File: src/rtl/connection_module.sv
// connection_module: three-wire serial link endpoint with one MSB-first transmitter and one receiver
module connection_module #(
  parameter int DATA_WIDTH  = 8,
  parameter int PRSCL_WIDTH = 8
) (
  input  logic                   clk_i,
  input  logic                   reset_i,
  input  logic [PRSCL_WIDTH-1:0] pre_reg_i,
  output logic [PRSCL_WIDTH-1:0] status_reg_o,
  input  logic [PRSCL_WIDTH-1:0] cmd_reg_i,
  input  logic [DATA_WIDTH-1:0]  data_i,
  output logic [DATA_WIDTH-1:0]  data_o,
  output logic                   en_o,
  output logic                   sda_o,
  output logic                   scl_o,
  input  logic                   en_i,
  input  logic                   sda_i,
  input  logic                   scl_i
);
  localparam int BW = $clog2(DATA_WIDTH);
  localparam logic [PRSCL_WIDTH-1:0] ONE = PRSCL_WIDTH'(1);
  localparam logic [BW-1:0] LAST = BW'(DATA_WIDTH - 1);
  typedef enum logic [1:0] {IDLE, LOW, HIGH} state_t;
  state_t state, state_d;
  logic [PRSCL_WIDTH-1:0] p, p_d, cnt, cnt_d;
  logic [BW-1:0] bit_cnt, bit_d, rx_cnt;
  logic [DATA_WIDTH-1:0] tx_sh, tx_d, rx_sh, word;
  logic [1:0] cmd_q;
  logic start, clear, en_q, sda_q, scl_q, scl_p, en_p, rise, en_fall;
  logic rx_valid, rx_ovr, rx_ferr;
  assign start = cmd_reg_i[0] & ~cmd_q[0];
  assign clear = cmd_reg_i[1] & ~cmd_q[1];
  assign en_o  = state != IDLE;
  assign scl_o = state != LOW;
  assign sda_o = (state == IDLE) | tx_sh[DATA_WIDTH-1];
  assign status_reg_o = {{(PRSCL_WIDTH-4){1'b0}}, rx_ferr, rx_ovr, rx_valid, en_o};
  always_ff @(posedge clk_i or negedge reset_i)
    if (!reset_i) begin
      state   <= IDLE;
      p       <= ONE;
      cnt     <= '0;
      bit_cnt <= '0;
      tx_sh   <= '0;
      cmd_q   <= '0;
    end else begin
      state   <= state_d;
      p       <= p_d;
      cnt     <= cnt_d;
      bit_cnt <= bit_d;
      tx_sh   <= tx_d;
      cmd_q   <= cmd_reg_i[1:0];
    end
  always_comb begin
    state_d = state;
    p_d     = p;
    cnt_d   = cnt;
    bit_d   = bit_cnt;
    tx_d    = tx_sh;
    case (state)
      IDLE: if (start) begin
        state_d = LOW;
        p_d     = pre_reg_i == '0 ? ONE : pre_reg_i;
        cnt_d   = '0;
        bit_d   = '0;
        tx_d    = data_i;
      end
      LOW: begin
        cnt_d   = cnt == p - ONE ? '0 : cnt + ONE;
        state_d = cnt == p - ONE ? HIGH : LOW;
      end
      HIGH: begin
        cnt_d = cnt + ONE;
        if (cnt == p - ONE) begin
          cnt_d   = '0;
          state_d = bit_cnt == LAST ? IDLE : LOW;
          bit_d   = bit_cnt + BW'(1);
          tx_d    = tx_sh << 1;
        end
      end
      default: state_d = IDLE;
    endcase
  end
  // receive path: one sync stage, then edge detection against a second stage
  assign rise    = scl_q & ~scl_p & en_q;
  assign en_fall = en_p & ~en_q;
  assign word    = {rx_sh[DATA_WIDTH-2:0], sda_q};
  always_ff @(posedge clk_i or negedge reset_i)
    if (!reset_i) begin
      {en_q, sda_q, scl_q, scl_p, en_p} <= '0;
      rx_sh    <= '0;
      rx_cnt   <= '0;
      data_o   <= '0;
      rx_valid <= 1'b0;
      rx_ovr   <= 1'b0;
      rx_ferr  <= 1'b0;
    end else begin
      {en_q, sda_q, scl_q} <= {en_i, sda_i, scl_i};
      {scl_p, en_p}        <= {scl_q, en_q};
      if (clear) {rx_valid, rx_ovr, rx_ferr} <= '0;
      if (rise) begin
        rx_sh  <= word;
        rx_cnt <= rx_cnt == LAST ? '0 : rx_cnt + BW'(1);
        if (rx_cnt == LAST) begin
          data_o   <= word;
          rx_valid <= 1'b1;
          if (rx_valid) rx_ovr <= 1'b1;
        end
      end else if (en_fall) begin
        rx_cnt <= '0;
        if (rx_cnt != '0) rx_ferr <= 1'b1;
      end
    end
endmodule

File: config.mk
export PLATFORM = sky130hd
export DESIGN_NAME = connection_module
export DESIGN_NICKNAME = d
export VERILOG_FILES = /design/src/rtl/connection_module.sv
export SDC_FILE = /design/constraint.sdc
export NUM_CORES = 1
export LEC_CHECK = 0
export CORE_MARGIN = 4
export CORE_UTILIZATION = 53
export CTS_CLUSTER_SIZE = 25
export DETAILED_ROUTE_END_ITERATION = 12
export MAX_ROUTING_LAYER = met4
export PLACE_DENSITY = 0.8
export SKIP_LAST_GASP = 1
export SLEW_MARGIN = 20
export SYNTH_ARGS = -nofsm -noshare
export SYNTH_HDL_FRONTEND = slang
export SYNTH_SLANG_ARGS = --single-unit
export TNS_END_PERCENT = 10
File: constraint.sdc
create_clock -name clk_i -period 2.9 [get_ports clk_i]
set_input_delay 0.725 -clock clk_i [delete_from_list [all_inputs] [get_ports clk_i]]
set_output_delay 0.725 -clock clk_i [all_outputs]
set_load 0.01 [all_outputs]
Fig. 1: run 1, cell classes on the final placement
The bar under the picture is 20 µm long. Fill, decap, tap and diode cells in grey.
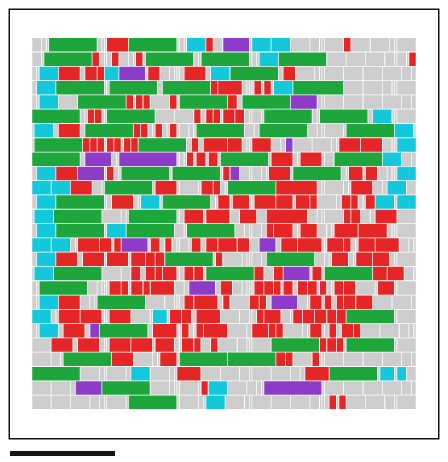
colour	class	cells
cyan	other buffers and delay cells	40
red	all other logic	195
purple	clock drivers and dummy loads	16
green	flip-flops	57
final core occ: 0.671
Seq/total area: 0.411

Fig. 2: run 1, placed standard cells
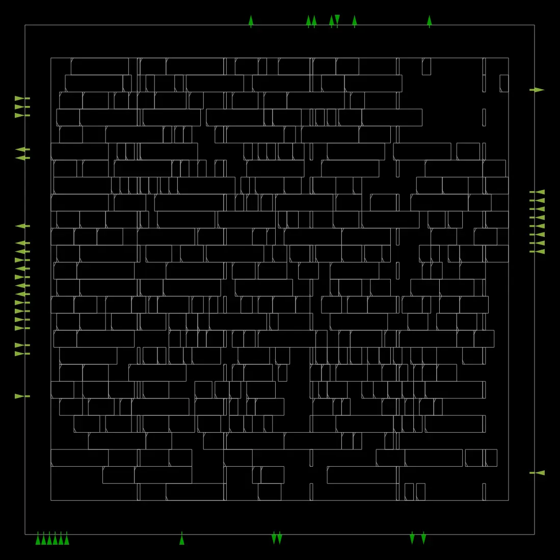
Tapcells: 70
Finished Layout Cells: 378
Flop Count: 57
FILL cells: 414

Fig. 3: run 1, the metal 1 layer
Supply wires on this layer in grey.
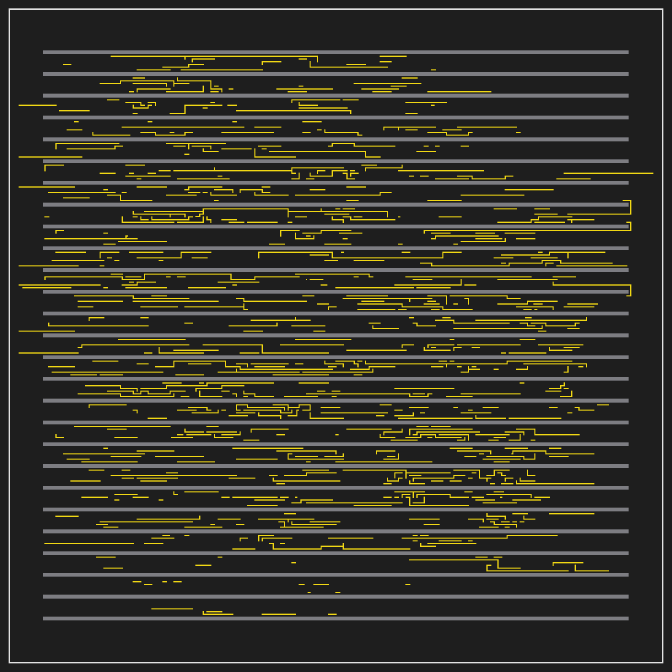
wire length on this layer	2,510 µm
main direction	horizontal
nets with wire on the layer	292

Fig. 4: run 1, routed metal, one colour a layer
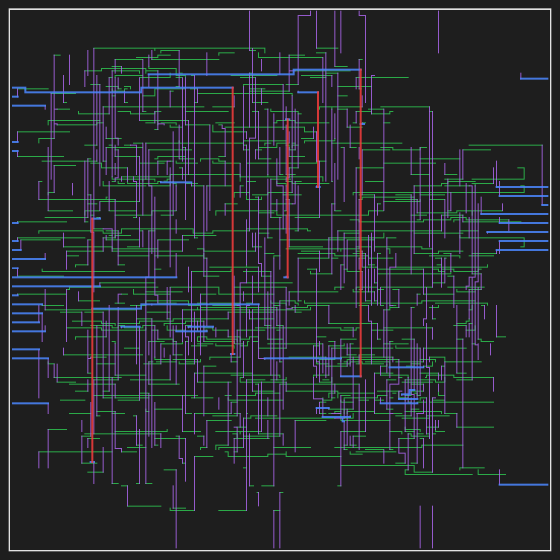
colour	layer	wire length
green	met1	2,510 µm
purple	met2	2,540 µm
red	met4	161 µm
blue	met3	305 µm

## run 1: synthesized netlist by cell type (2+ instances only)
master	number
dfrtp_1	56
nand2_1	47
mux2_2	29
nand3_1	14
inv_1	13
ha_1	11
buf_4	9
xnor2_1	9
o21ai_0	7
clkbuf_1	6
nor3_1	6
a21oi_1	5
nand2b_1	5
o22ai_1	5
nor2_1	4
a31oi_1	3
or2_2	3
xor2_1	3
nor2b_1	2
nor4_2	2
o211ai_1	2
or4_1	2
## run 1: power groups by stage
stage	Clock, mW	Sequential [mW]	Combinational (mW)
finish	0.818	1.20	0.957
global route	0.880	1.23	1.07
CTS	0.841	1.20	0.969
floorplan	0	1.16	0.761
global placement	0	1.20	0.936
detailed placement	0	1.22	0.962
## run 1: metal layers
metal  GRT usage  wire, µm
met1       0.238      2510
met2       0.282      2540
met3      0.0526       304
met4       0.113       161
met5           -         0
## run 1: final cells by class
cell class,instances,share of cell area
clock buffer,11,0.0408
clock inverter,5,0.0227
inverter,13,0.0141
multi-input combinational,182,0.374
sequential,57,0.411
tap,70,0.0252
timing repair buffer,40,0.112
## run 1: critical path: stages, from the launching register on
cell	delay [ps]
dfstp_2	600
inv_1	70
ha_1	230
nor3b_1	150
xnor2_1	140
nor4_2	480
o211ai_4	270
or4b_1	550
nand3_1	90
## run 1: worst max-delay path by stage
stage	from	end	slack [ps]	depth (start not counted)
floorplan	p[0]	tx_sh[1]	560	9
global placement	p[0]	bit_cnt[0]	310	8
detailed placement	p[0]	bit_cnt[0]	240	8
CTS	p[0]	bit_cnt[0]	220	8
global route	p[0]	bit_cnt[0]	90	8
finish	p[0]	bit_cnt[0]	240	8
## run 1: sequential cells by signal (all words and copies together) (netlist names), 2 cells and up
| signal | flops |
|---|---|
| bit_cnt | 3 |
| cmd_q | 2 |
| cnt | 8 |
| data_o | 8 |
| p | 8 |
| rx_cnt | 3 |
| rx_sh | 7 |
| state | 2 |
| tx_sh | 8 |
## run 1: through the flow
| step | area [µm²] | hold slack, ps |
|---|---|---|
| 2_1_floorplan | 2870 | 354 |
| 3_3_place_gp | 3250 | 359 |
| 3_5_place_dp | 3250 | 369 |
| 4_1_cts | 3470 | 384 |
| 5_1_grt | 3470 | 395 |
| 6_report | 3470 | 387 |
## run 1: cell families after synthesis
group,count (synthesis)
AOI/OAI and AO/OA,30
xor gates and xnor gates,12
adders and majority gates,11
buffers and inverters,29
DFF,57
muxes,30
other,1
and+or+nand+nor,95
==> impl_metrics.ini, run 1 <==
; synthesis and place-and-route metrics
[placement]
dp_cells = 362
hpwl_um = 3880
place_congestion = 0.834

[clock_tree]
root_buffer = clkbuf_8
h-tree-depth = 3
post_cts_resized = 0
cts_tree = built
postCtsHoldBufs = 0

[route]
first_pass_iters = 4
drt-initial-drc-count = 72
wl_per_cell_um = 14.6

[global_route]
overflow = 0

[die]
die_y_um = 81.4
fp.coreArea_um2 = 5170
fp.dieW_um = 81.4

[sta]
hold_viol_final = 0
fin_skew_ps = 7.54
maxSlewHeadroom = 0.527
slew_viol_final = 0

[setup_path]
crit_required_ps = 3170
arrival_ps = 2930
start_kind = flop

[cells_and_area]
diodes = 0
layout-drive-gt1-share = 0.188
nNetsFinal = 343

[yosys]
synth_flops = 57
synthCells = 265
synthMuxAreaShare = 0.118
ys_chip_area_um2 = 2860
ys_sh_xor = 0.0368
ys_cells = 265

[pwr]
power_switching_uw = 992
p_seq_frac = 0.404
p_leak_nw = 1.57

[run_status]
status = finished clean

[flow_run]
maxCapViolations = 0
Fig. 5: run 1, signal metal coverage by tile
16 x 16 tiles, from black (low) to pale yellow (high), scaled to the fullest tile. Values are wire area over tile area, all layers added.
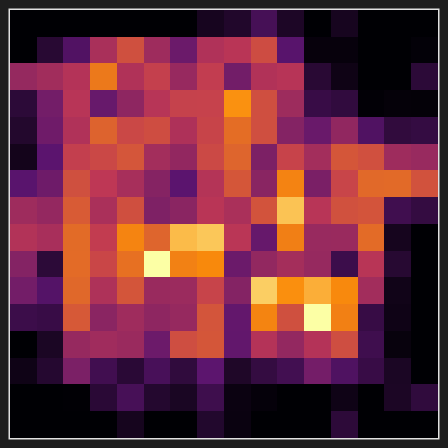

==> run 2, diff against run 1 <==
--- a/config.mk
+++ b/config.mk
@@ -6,11 +6,13 @@
 export NUM_CORES = 1
 export LEC_CHECK = 0
 export CORE_MARGIN = 4
-export CORE_UTILIZATION = 53
+export CORE_UTILIZATION = 55
+export CTS_BUF_LIST = sky130_fd_sc_hd__clkbuf_4 sky130_fd_sc_hd__clkbuf_8
 export CTS_CLUSTER_SIZE = 25
 export DETAILED_ROUTE_END_ITERATION = 12
 export MAX_ROUTING_LAYER = met4
-export PLACE_DENSITY = 0.8
+export PLACE_DENSITY = 0.82
+export SETUP_SLACK_MARGIN = 0.02
 export SKIP_LAST_GASP = 1
 export SLEW_MARGIN = 20
 export SYNTH_ARGS = -nofsm -noshare
==> constraint.sdc (replaced) <==
create_clock -name clk_i -period 2.9 [get_ports clk_i]
set_input_delay 0.725 -clock clk_i [delete_from_list [all_inputs] [get_ports clk_i]]
set_output_delay 0.725 -clock clk_i [all_outputs]
set_load 0.005 [all_outputs]
Fig. 6: run 2, signal metal coverage by tile
16 x 16 tiles, from black (low) to pale yellow (high), scaled to the fullest tile. Values are wire area over tile area, all layers added.
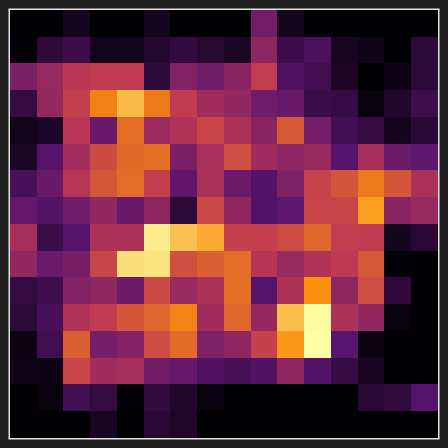
tiles over half the peak	24%
mean over tiles	0.14
emptiest ninth of the die	upper right
fullest tile	0.45
densest ninth of the die	centre
nearly empty tiles	17%

==> impl_metrics.ini, run 2 <==
; synthesis and place-and-route metrics
[yosys]
synth_flops = 57
common_cells = dfrtp_1 (56), nand2_1 (47), mux2_2 (29)
synth_top_cell_by_count = dfrtp_1
top_cell_area_share = 0.490
ys_cells = 265
synthCells = 265
ys_chip_area_um2 = 2860
edf_count = 0

[setup_path]
cp_slowest_cell = dfstp_2
path_buffers = 1
critPathKind = flop to flop
cp_cell_sequence = inv_1 -> ha_1 -> nor3b_1 -> xnor2_1 -> nor4_2 -> o211ai_4 -> or4b_1 -> nand3_1
crit_required_ps = 3170
crit_family = simple AND/OR/NAND/NOR gates
cp_slowest_stage_delay_ps = 600
start_kind = flop
path_depth = 8
arrival_ps = 2990

[clock_tree]
cts_buffer_depth = 2
h-tree-depth = 3
root_buffer = clkbuf_8
cts_tree = built
post_cts_resized = 0
postCtsHoldBufs = 0
clock_latency_ps = 340

[sta]
maxSlewHeadroom = 0.647
fin_skew_ps = 10.4
slew_viol_final = 0
hold_viol_final = 0

[flow_run]
maxCapViolations = 0
warnings = 36

[global_route]
overflow = 0

[placement]
place_congestion = 0.777
dpl-instance-area_um2 = 3250
hpwl_um = 3950

[cells_and_area]
final_area_um2 = 3450
diodes = 0
layout-drive-gt1-share = 0.194

[die]
fp.dieW_um = 80.1
fp.coreArea_um2 = 4880
die_y_um = 80.1

[pwr]
p_leak_nw = 1.56

[route]
drt-initial-drc-count = 86
first_pass_iters = 6

[run_status]
status = finished clean
Fig. 7: run 2, routed metal, one colour a layer
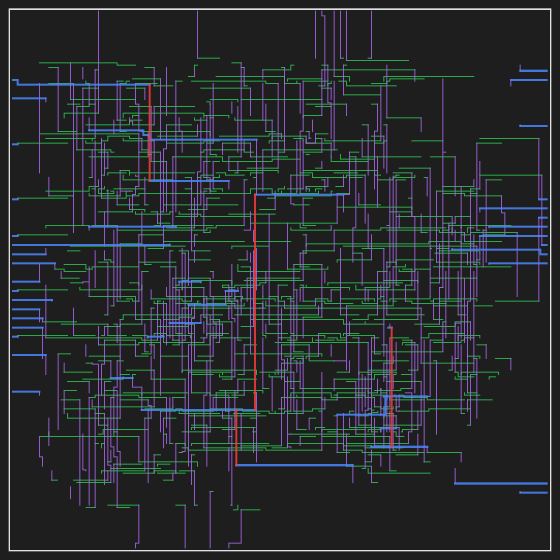
colour	layer	wire length
blue	met3	325 µm
green	met1	2,550 µm
red	met4	72.1 µm
purple	met2	2,570 µm
WL per Instance: 14.7 µm
drt total wl: 5520 µm
vias: 2,063

run 2: netlist changes by cell type in the layout (fill, tap and decap cells not counted):
cell,delta
clkinvlp_4,+2
buf_4,+1
bufinv_16,-1
clkbuf_1,-1
clkbuf_4,+1
clkinv_4,-1
run 2: area by class of cell:
| cell class | count | area [µm²] |
|---|---|---|
| clock buffer | 11 | 145 |
| timing repair buffer | 41 | 395 |
| inverter | 13 | 48.8 |
| sequential | 57 | 1430 |
| multi-input combinational | 182 | 1300 |
| fill | 366 | 1430 |
| tap | 67 | 83.8 |
| clock inverter | 5 | 55.1 |
run 2: cells by family after synthesis:
| logic type | count (synthesis) | synth area share |
|---|---|---|
| and+or+nand+nor | 95 | 0.173 |
| DFF | 57 | 0.500 |
| AOI/OAI and AO/OA | 30 | 0.0736 |
| muxes | 30 | 0.118 |
| buffers and inverters | 29 | 0.0503 |
| xor gates and xnor gates | 12 | 0.0368 |
| adders and majority gates | 11 | 0.0482 |
| other | 1 | 0.00131 |
run 2: report_power, final:
group	total, mW	leakage (nW)	switching [mW]	internal [mW]
clock	0.744	0.0987	0.318	0.426
combinational	0.946	0.731	0.465	0.481
sequential	1.21	0.729	0.209	1.00
total	2.90	1.56	0.992	1.91
run 2: worst paths after layout:
kind,from,end,slack (ps)
min in group clk_i,scl_q,scl_p,400
min,reset_i,p[4],350
max in group asynchronous,reset_i,cmd_q[0],1910
min reg2reg,scl_q,scl_p,400
max reg2reg,p[0],bit_cnt[0],180
max,p[0],bit_cnt[0],180
run 2: metrics by stage:
stage / setup slack [ps] / total power, mW / hold WS (ps) / utilization / std cells
finish: 184 / 2.90 / 346 / 0.708 / 376
global route: 23.4 / 3.09 / 358 / 0.708 / 376
CTS: 192 / 2.92 / 347 / 0.708 / 376
detailed placement: 208 / 2.17 / 384 / 0.667 / 360
global placement: 292 / 2.12 / 372 / 0.667 / 360
floorplan: 563 / 1.91 / 354 / - / 268
run 2: per-layer routing:
metal | share of wire | up-vias | global-route usage
met4 | 0.013 | 0 | 0.0760
met3 | 0.059 | 8 | 0.0605
met1 | 0.46 | 1007 | 0.252
li1 | - | 988 | -
met2 | 0.47 | 60 | 0.300
met5 | 0 | - | -
Fig. 8: run 2, placed standard cells
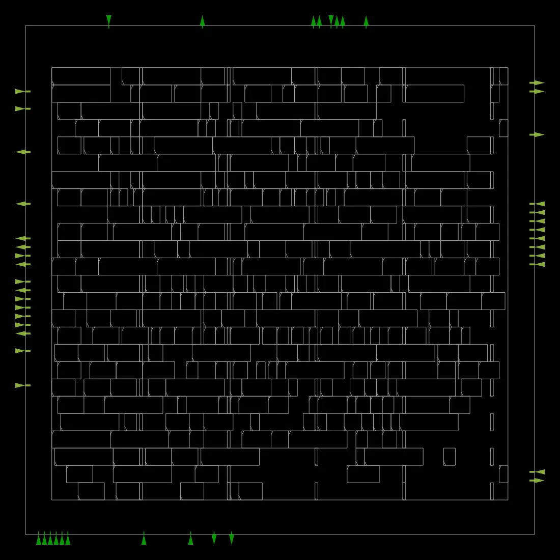

==> run 3, diff against run 2 <==
--- a/config.mk
+++ b/config.mk
@@ -11,7 +11,7 @@
 export CTS_CLUSTER_SIZE = 25
 export DETAILED_ROUTE_END_ITERATION = 12
 export MAX_ROUTING_LAYER = met4
-export PLACE_DENSITY = 0.82
+export PLACE_DENSITY = 0.9
 export SETUP_SLACK_MARGIN = 0.02
 export SKIP_LAST_GASP = 1
 export SLEW_MARGIN = 20
Fig. 9: run 3, placed standard cells
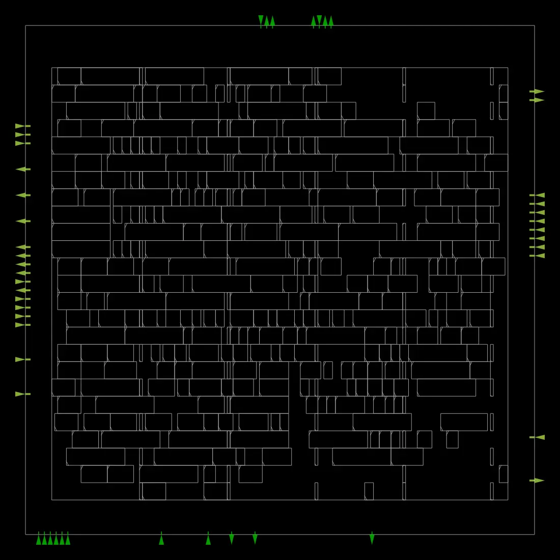
Finished Layout Cells: 376
number of core rows: 25
final core occ: 0.713
Seq/total area: 0.410
core area: 4880 µm²

Fig. 10: run 3, the metal 1 layer
Supply wires on this layer in grey.
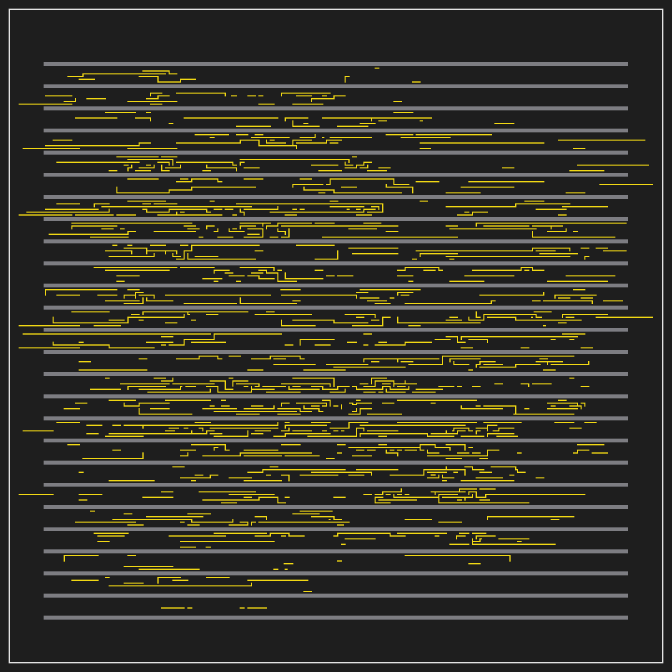
main direction	horizontal
share of all routed wire	42%
longest straight run	23.0 µm
wire length on this layer	2,510 µm
vias: 2,052
drt total wl: 5950 µm
GR Util met1: 0.236

==> impl_metrics.ini, run 3 <==
; synthesis and place-and-route metrics
[run_status]
status = finished clean

[flow_run]
maxCapViolations = 0

[clock_tree]
postCtsHoldBufs = 0
cts_buffer_depth = 2
post_cts_resized = 0

[placement]
place_ws_ps = 307
dpl-instance-area_um2 = 3270
place_congestion = 0.881

[yosys]
top_cell_area_share = 0.490
edf_count = 0
synth_flops = 57
synthCells = 265
synth_top_cell_by_count = dfrtp_1
common_cells = dfrtp_1 (56), nand2_1 (47), mux2_2 (29)
ys_chip_area_um2 = 2860

[pwr]
power_switching_mw = 1.01
power.share.combinational = 0.326
clockPowerShare = 0.264
p_sw_frac = 0.344

[sta]
slew_viol_final = 0
fin_skew_ps = 9.65

[cells_and_area]
diodes = 0
layout-drive-gt1-share = 0.194
## run 3: per-stage QoR
step,utilization,power (mW),hold slack (ps)
6_report,0.713,2.94,377
5_1_grt,0.713,3.14,379
4_1_cts,0.713,2.97,370
3_5_place_dp,0.669,2.17,367
3_3_place_gp,0.669,2.12,359
2_1_floorplan,-,1.91,354
## run 3: logic make-up (layout without fill, tap and decap cells)
| logic type | after synthesis | in the layout | share of synthesized area |
|---|---|---|---|
| AOI/OAI and AO/OA | 30 | 30 | 0.0736 |
| xor gates and xnor gates | 12 | 12 | 0.0368 |
| adders and majority gates | 11 | 11 | 0.0482 |
| buffers and inverters | 29 | 70 | 0.0503 |
| DFF | 57 | 57 | 0.500 |
| muxes | 30 | 30 | 0.118 |
| other | 1 | 4 | 0.00131 |
| and+or+nand+nor | 95 | 95 | 0.173 |
## run 3: final timing paths
check | end | slack [ps] | cells past startpoint
min in group clk_i | scl_p | 380 | 0
max reg2reg | tx_sh[1] | 290 | 8
min | rx_valid | 380 | 2
max | tx_sh[1] | 290 | 8
max in group asynchronous | p[0] | 2240 | 2
min reg2reg | scl_p | 380 | 0
## run 3: layout make-up
type,instances,area (µm²),area share
Inverter,13,48.8,0.0140
Timing Repair Buffer,41,408,0.117
Clock buffer,11,151,0.0435
Multi-Input combinational cell,182,1300,0.373
Clock inverter,5,62.6,0.0180
Sequential cell,57,1430,0.410
Tap cell,67,83.8,0.0241
## run 3: power groups by stage
stage                     Sequential, mW  Clock (mW)  Combinational (mW)
final                               1.21       0.779               0.960
after global placement              1.20           0               0.921
after CTS                           1.21       0.800               0.964
after global routing                1.24       0.833                1.07
after floorplan                     1.16           0               0.748
after detailed placement            1.21           0               0.955
## run 3: per-layer routing
layer	vias to the layer above	GRT usage	wire length (µm)
li1	983	-	-
met1	999	0.236	2510
met2	58	0.353	3010
met3	12	0.0785	358
met4	0	0.0608	70
met5	-	-	0
## run 3: critical path, cell delays in order, from the launching register on
cell,delay [ps]
dfstp_2,580
inv_1,70
ha_1,230
nor3b_1,160
xnor2_1,140
nor4_2,480
nand4_1,160
o32a_1,350
mux2_2,320
Power and IR drop assume default switching activity.
